**Metal 3**

Bar = 100 um. Cells faint in the background.
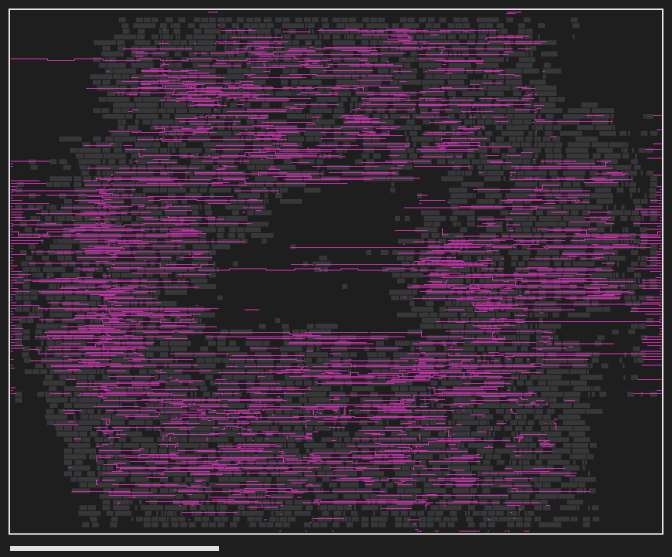
**Routed clock nets over the placement**

Bar = 100 um.
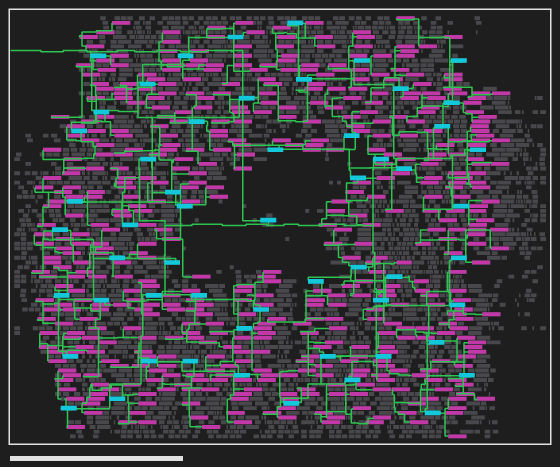
**Congestion heat map**

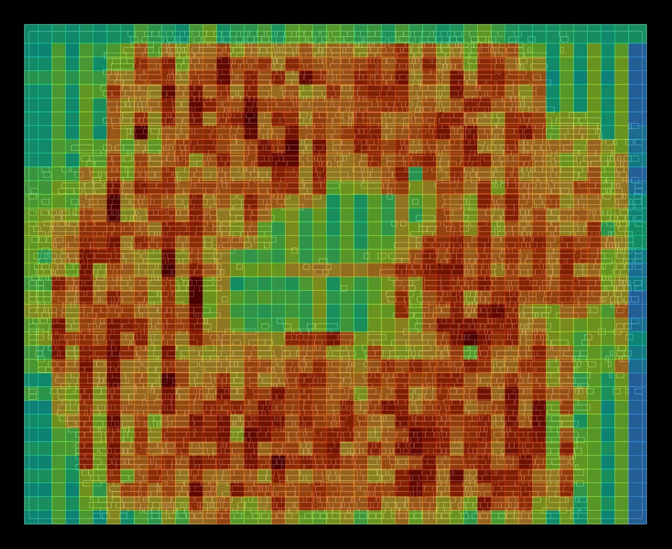
**Met2 routing**

Cells faint in the background.
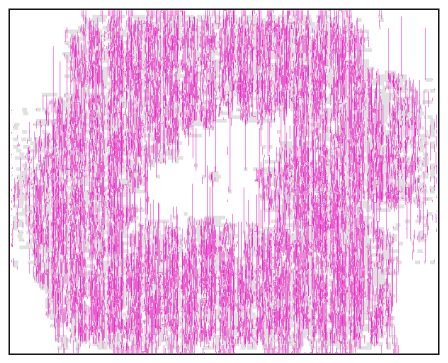
**Metal layers overlaid**

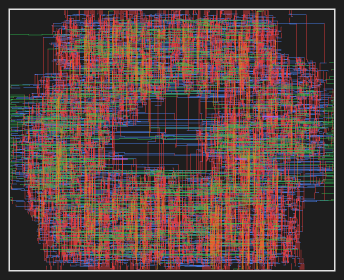
===== src/rtl/fetch_buffer.sv =====
// 3-wide circular instruction queue between fetch and dispatch.
// Packet layout: {valid, pc[PcW-1:0], inst[InstW-1:0]}; slot 2 is always the oldest.
module fetch_buffer #(
  parameter int unsigned Depth = 8,
  parameter int unsigned PcW   = 32,
  parameter int unsigned InstW = 32,
  localparam int unsigned PktW = 1 + PcW + InstW,
  localparam int unsigned CntW = $clog2(Depth + 1)
) (
  input  logic                 clk_i,
  input  logic                 rst_ni,
  input  logic [2:0][PktW-1:0] fch_ifid_pkts_i,
  input  logic                 fb_flush_i,
  input  logic [1:0]           dis_take_i,
  output logic [2:0]           fch_dispatch_stall_o,
  output logic [2:0][PktW-1:0] dis_pkts_o,
  output logic [CntW-1:0]      fb_count_o
);

  localparam int unsigned PtrW  = $clog2(Depth);
  localparam int unsigned DataW = PcW + InstW;

  logic [DataW-1:0] mem_q [Depth];
  logic [PtrW-1:0]  head_q, head_d, tail_q, tail_d;
  logic [CntW-1:0]  count_q, count_d;
  logic [2:0]       stall, accept;
  logic [1:0]       enq_n, deq_n;

  // Stall depends only on registered occupancy: no input-to-stall path.
  assign stall[2] = (count_q >= CntW'(Depth));
  assign stall[1] = (count_q >= CntW'(Depth - 1));
  assign stall[0] = (count_q >= CntW'(Depth - 2));
  assign fch_dispatch_stall_o = stall;
  assign fb_count_o = count_q;

  always_comb begin
    for (int i = 0; i < 3; i++) begin
      accept[i] = fch_ifid_pkts_i[i][PktW-1] & ~stall[i];
    end
  end

  assign enq_n = {1'b0, accept[2]} + {1'b0, accept[1]} + {1'b0, accept[0]};

  always_comb begin
    deq_n = dis_take_i;
    if ((count_q < CntW'(3)) && (CntW'(dis_take_i) > count_q)) begin
      deq_n = count_q[1:0];
    end
  end

  always_comb begin
    head_d  = head_q + PtrW'(deq_n);
    tail_d  = tail_q + PtrW'(enq_n);
    count_d = count_q + CntW'(enq_n) - CntW'(deq_n);
    if (fb_flush_i) begin
      head_d  = '0;
      tail_d  = '0;
      count_d = '0;
    end
  end

  always_ff @(posedge clk_i or negedge rst_ni) begin
    if (!rst_ni) begin
      head_q  <= '0;
      tail_q  <= '0;
      count_q <= '0;
    end else begin
      head_q  <= head_d;
      tail_q  <= tail_d;
      count_q <= count_d;
    end
  end

  // Accepted slots are contiguous from slot 2, so slot 2-k lands at tail+k.
  always_ff @(posedge clk_i) begin
    if (!fb_flush_i) begin
      for (int k = 0; k < 3; k++) begin
        if (accept[2-k]) begin
          mem_q[tail_q + PtrW'(k)] <= fch_ifid_pkts_i[2-k][DataW-1:0];
        end
      end
    end
  end

  always_comb begin
    for (int k = 0; k < 3; k++) begin
      dis_pkts_o[2-k] = '0;
      if (count_q > CntW'(k)) begin
        dis_pkts_o[2-k] = {1'b1, mem_q[head_q + PtrW'(k)]};
      end
    end
  end

endmodule


===== config.mk =====
export PLATFORM = sky130hd
export DESIGN_NAME = fetch_buffer
export DESIGN_NICKNAME = d
export VERILOG_FILES = /design/src/rtl/fetch_buffer.sv
export SDC_FILE = /design/constraint.sdc
export NUM_CORES = 2
export LEC_CHECK = 0
export CORE_ASPECT_RATIO = 0.8
export CORE_MARGIN = 2
export CORE_UTILIZATION = 53
export CTS_CLUSTER_DIAMETER = 200
export DETAILED_ROUTE_END_ITERATION = 16
export PLACE_DENSITY = 0.87
export SYNTH_ARGS = -nofsm -noshare
export SYNTH_HDL_FRONTEND = slang
export SYNTH_SLANG_ARGS = --single-unit
export TNS_END_PERCENT = 1

===== constraint.sdc =====
create_clock -name clk_i -period 8.65 [get_ports clk_i]
set_input_delay 1.73 -clock clk_i [delete_from_list [all_inputs] [get_ports clk_i]]
set_output_delay 1.73 -clock clk_i [all_outputs]
set_load 0.05 [all_outputs]

==> flow_metrics.py <==
# Synthesis and PnR figures
metrics = {
    "pwr": {
        "largestPowerGroup": "combinational cells",
        "leakagePower_nw": 16.2,
        "p_sw_share_pct": 48.8,
        "internal_power_mw": 8.91,
        "ir_worst_vdd_mv": 0.462,
        "pwr.group.combinational_mw": 11.3,
        "p_per_area_nw_per_um2": 371,
        "seqPwrFrac_pct": 21.5,
        "powerClk_mw": 2.33,
    },
    "final_timing": {
        "finClkSkew_ps": 30.6,
        "slew_viol_final": 84,
        "relSlewSlack_pct": -10.3,
        "whs_ps": 892,
        "finalSetupViolCount": 0,
        "min_period_ps": 6490,
        "finalHoldViolCount": 0,
        "finalSetupTns_ps": 0,
        "fmax_mhz": 154,
        "worst_slack_ps": 2160,
        "rsz0062_at_grt": "no",
        "period_used_pct": 75.1,
    },
    "critical_path": {
        "r2r_setup_slack_ps": 3650,
        "crit_arrival_ps": 4760,
        "path_max_fanout": 54,
        "rr_endpoint": "mem_q[0][36]",
        "crit_path_end_kind": "output port",
        "cp_top_family": "buffers and inverters",
        "worstPathCellList": "ha_4 -> buf_4 -> mux4_2 -> nand2_1 -> a21oi_1 -> clkdlybuf4s50_1",
        "path_buffers": 2,
        "cp.required_ps": 6920,
        "crit_cells": 6,
        "cp_slowest_cell": "dfrtp_4",
        "r2r_start": "tail_q[0]",
        "r2r_cells": 7,
    },
    "clocking": {
        "post-cts-setup-buffers": 0,
        "cts_root_buf": "clkbuf_16",
        "cts_inserted_buffers": 56,
        "clock_latency_ps": 640,
        "cts-htree-levels": 2,
        "cts_tree": "yes",
        "postCtsHoldBufs": 0,
        "cts-resized-gates": 0,
        "clock_sinks": 522,
    },
    "placed_design": {
        "port_buffers": 401,
        "place.gp.congestion": 0.857,
        "place_ws_ps": 2440,
        "dp.final_hpwl_um": 79900,
    },
    "min_path": {
        "timing.hold.worst_endpoint": "tail_q[2]",
        "worstHoldPathCells": 2,
    },
    "cells_and_area": {
        "nFillCells": 5491,
        "final_nets": 3361,
        "syn_to_final_growth_pct": 16.1,
        "drive_gt1_share_pct": 38.7,
        "register_area_um2": 15600,
    },
    "synthesis": {
        "yosysWarnings": 0,
        "fp_nets": 3137,
        "yosys-stat-area_um2": 40400,
        "synth.distinct_cells": 42,
        "syn_inst": 2919,
        "ys_cells": 2919,
        "ys_ff": 522,
        "synth_seq_share_pct": 38.7,
    },
    "flow_run": {
        "warnings": 41,
    },
    "outcome": {
        "violations": "max-slew violations",
        "status": "complete, but fails checks",
    },
    "global_route": {
        "gr-total-overflow": 0,
        "grt_max_degree": 190,
        "antenna_found_initial": 20,
        "grt_pass1_wl_um": 201000,
    },
    "detailed_routing": {
        "via_per_inst": 7.28,
        "ant_nets": 0,
        "dr.pass1.iters": 6,
        "drtIter0Drc": 4611,
    },
    "floorplan": {
        "dieArea_um2": 78400,
        "die-height_um": 251,
        "core-area_um2": 75400,
        "rows": 90,
        "die_w_um": 313,
    },
}
## Picture notes: 'metal 3'
main direction: horizontal
longest straight run: 107 um
wire length on this layer: 20.3 mm
total routed wirelength: 138000 um
M3 GR Usage: 10.6%

## Picture notes: 'routed clock nets over the placement'
legend:
  cyan:
    item: clock drivers
    count: 56
  magenta:
    item: flip-flops
    count: 522
  green:
    item: clock wires
    length: 7100 um
flops lie: all over the die
routed clock nets: 57

## Picture notes: 'congestion heat map'
M1 GR Usage: 45.2%
busiest metal layer after global routing: met2

## Picture notes: 'met2 routing'
main direction: vertical
longest straight run: 99.1 um
M2 GR Usage: 51.8%
Vias: 30710

## Picture notes: 'metal layers overlaid'
legend:
  purple:
    layer: metal 5
    wire_length: 36.8 um
  green:
    layer: metal 3
    wire_length: 20.3 mm
  blue:
    layer: metal 1
    wire_length: 48.4 mm
  orange:
    layer: metal 4
    wire_length: 7140 um
  red:
    layer: metal 2
    wire_length: 62.1 mm
GRT Total Usage: 34.3%
WL/cell: 32.7 um

[through the flow]
| step | std cells | utilization [%] | power (mW) | cell area [um2] |
|---|---|---|---|---|
| 3_3_place_gp | 4097 | 59.9 | 14.8 | 45200 |
| 2_1_floorplan | 2919 | - | 11.4 | 40400 |
| 5_1_grt | 4212 | 62.2 | 17.9 | 46900 |
| 6_report | 4216 | 62.2 | 17.4 | 46900 |
| 4_1_cts | 4200 | 62.1 | 17.2 | 46900 |
| 3_5_place_dp | 4097 | 59.9 | 14.9 | 45200 |
[worst max path at each step]
stage               startpoint               to
detailed placement  fb_flush_i     mem_q[6][28]
global route         head_q[0]  dis_pkts_o[132]
floorplan           fb_flush_i      mem_q[6][0]
CTS                  head_q[0]  dis_pkts_o[132]
global placement    fb_flush_i     mem_q[6][32]
finish               head_q[0]  dis_pkts_o[105]
[kinds of logic after synthesis]
logic type	after synthesis	share of synthesized area, %
and+or+nand+nor	436	5.09
adders and majority gates	18	0.651
muxes	1420	49.6
AOI/OAI and AO/OA	195	2.52
xor gates and xnor gates	8	0.173
buffers and inverters	320	3.33
DFF	522	38.7
[synthesized netlist by cell type, drive strengths merged]
cell	number	area, um2
mux2	697	8010
edfxtp	512	15400
mux4	381	8580
mux2i	342	3420
a21oi	182	911
clkbuf	169	634
nor2	137	514
nand2	136	510
buf	129	627
nor4	119	744
inv	22	82.6
ha	13	163
dfrtp	10	250
nor2b	10	62.6
nand3	6	30.0
or3	6	37.5
xnor2	6	52.6
fa	5	100
nand4	5	31.3
o311ai	5	43.8
nand3b	3	22.5
nor3	3	15.0
or2	3	18.8
or4	3	26.3
o211ai	2	15.0
o21a	2	15.0
xor2	2	17.5
a21boi	1	7.51
a21o	1	7.51
and3	1	11.3
nand2b	1	6.26
nand4b	1	8.76
nor3b	1	7.51
o22a	1	8.76
o41ai	1	8.76
or3b	1	8.76
[flip-flops by register name, indices dropped and copies added (netlist names)]
signal	cells
fb_count_o	4
head_q	3
mem_q	512
tail_q	3
[metal layers]
layer,wire (um),track usage (%),vias up
met5,36,0,-
met4,7140,16.5,6
met3,20300,10.6,524
met2,62100,51.8,2706
met1,48400,45.2,15211
li1,-,-,12263
[cell type report]
cell class	instances	area share (%)
Timing Repair Buffer	464	9.73
Inverter	22	0.176
Clock inverter	23	0.291
Multi-Input combinational cell	2077	50.4
Antenna cell	16	0.0854
Sequential cell	522	33.3
Clock buffer	80	3.33
Tap cell	1012	2.70
[cell usage in the layout, fill, tap and decap left out, types with 3 or more instances in the layout]
cell and n:
or4_4 3, nand3b_1 3, mux2_4 43, nor2_1 136
nor4_1 116, buf_4 57, edfxtp_1 512, mux2_1 15
clkbuf_8 3, clkinv_1 12, buf_12 6, mux2i_1 342
dfrtp_1 7, diode_2 16, a21oi_1 182, fa_1 5
nor2b_1 9, or2_2 3, nand3_1 5, inv_1 22
clkbuf_1 19, nand2_1 134, o311ai_2 5, clkdlybuf4s50_1 401
xnor2_1 5, clkbuf_16 58, nor4_2 3, nand4_1 5
mux2_2 639, or3_4 6, clkinv_2 7, mux4_2 381
dfrtp_4 3, ha_1 12
No activity file was given, so power comes from the tool's default toggle rates.
